Design shift_deser_framer, sky130hd; sources not shown.
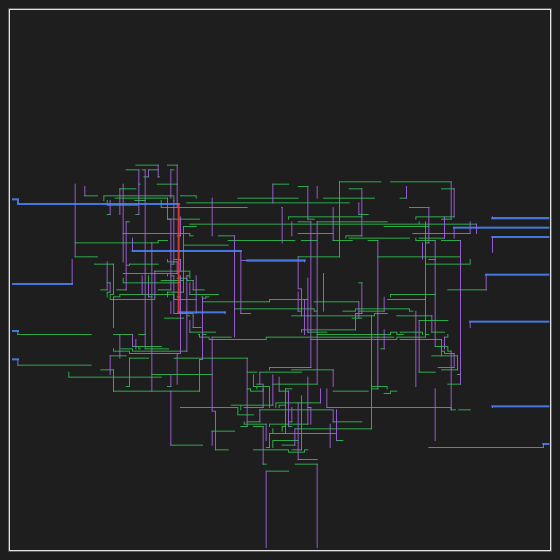
*Signal wires by layer*
legend:
  red:
    layer: metal 4
    wire_length: 15.6 µm
  blue:
    layer: metal 3
    wire_length: 124 µm
  purple:
    layer: metal 2
    wire_length: 726 µm
  green:
    layer: metal 1
    wire_length: 922 µm
DR vias: 623
drt wl/cell: 12.6 µm
drt total wl: 1.79 mm
Total GRT Usage: 6.37%

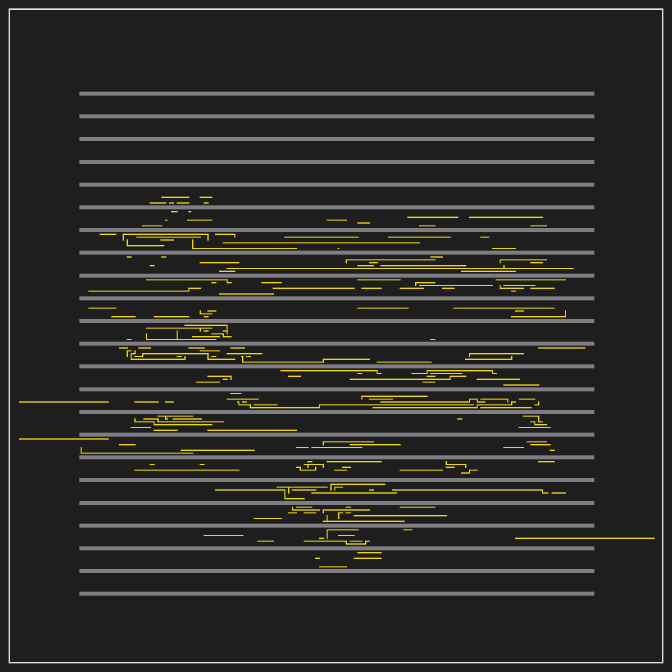
*Signal wires on met1*
Supply wires on this layer in grey.
share of all routed wire: 52%
nets with wire on the layer: 91
Global Route met1 Usage: 8.21%

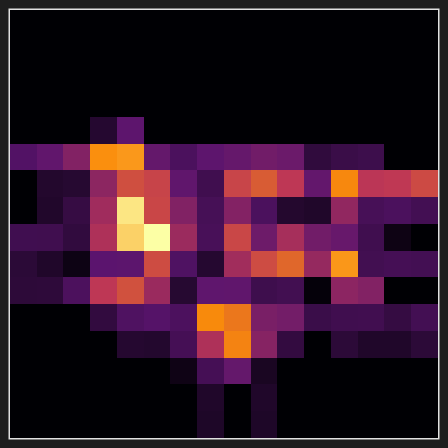
*Routed metal per tile*
16 x 16 tiles, from black (low) to pale yellow (high), scaled to the fullest tile. Values are wire area over tile area, all layers added.
emptiest ninth of the die: north-east
densest ninth of the die: centre
fullest tile: 0.32
nearly empty tiles: 52%
mean over tiles: 0.047

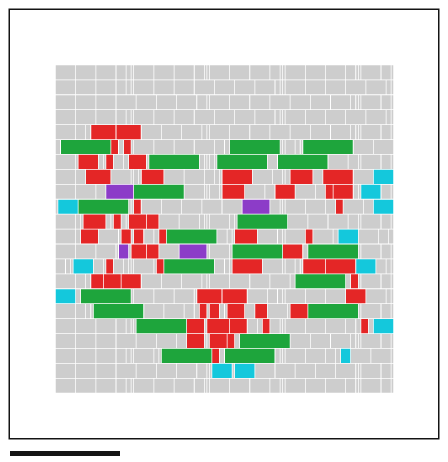
*Placement by cell class*
Scale bar: 20 µm. Fill, decap, tap and diode cells in grey.
legend:
  cyan:
    class: other buffers and delay cells
    cells: 12
    share_of_their_area: 10%
  purple:
    class: clock drivers and dummy loads
    cells: 4
    share_of_their_area: 4.0%
  red:
    class: combinational and other logic
    cells: 57
    share_of_their_area: 40%
  green:
    class: flops
    cells: 21
    share_of_their_area: 46%
final core utilization: 32.7%
flop share of the area: 43.5%
cell area after layout: 1210 µm²
CORE AREA: 3690 µm²

==> flow_summary.ini <==
; flow metrics
[outcome]
status = finished, final reports clean

[worst_setup_path]
slowest_delay_ns = 0.46
reg2reg_depth = 7
crit_required_ns = 2.64
crit_chain = nor2_1 -> nor2_1 -> clkdlybuf4s50_1
crit_path_end_kind = output pin

[die]
io_pins = 13
die_w_um = 78.0

[final_layout]
area_growth_syn_to_layout_pct = 20.8
fillerInstances = 388
regArea_um2 = 526
final-clk-cell-share_pct = 3.83
buffers = 12
buf_share_pct = 9.53
dominant_cells = registers
inverters = 6
diodes = 0

[place]
place_ws_ns = 0.871

[power]
p_leak_nw = 0.539
pwr_density_cell_nw_per_um2 = 794
clkPwrFrac_pct = 17.2
swShare_pct = 30.9

[clock_tree]
cts_max_level = 1
clock_latency_ns = 0.26

[yosys]
synthDominantCellAreaShare_pct = 52.6
top_area_cell = dfrtp_1
async_reset_ff_share_pct = 100

[job]
cap_viol_max_count = 0
warning_count = 28

[routing]
viasPerCell = 4.39
met3WireLength_um = 123

[timing]
worst_slack_ns = 1.02
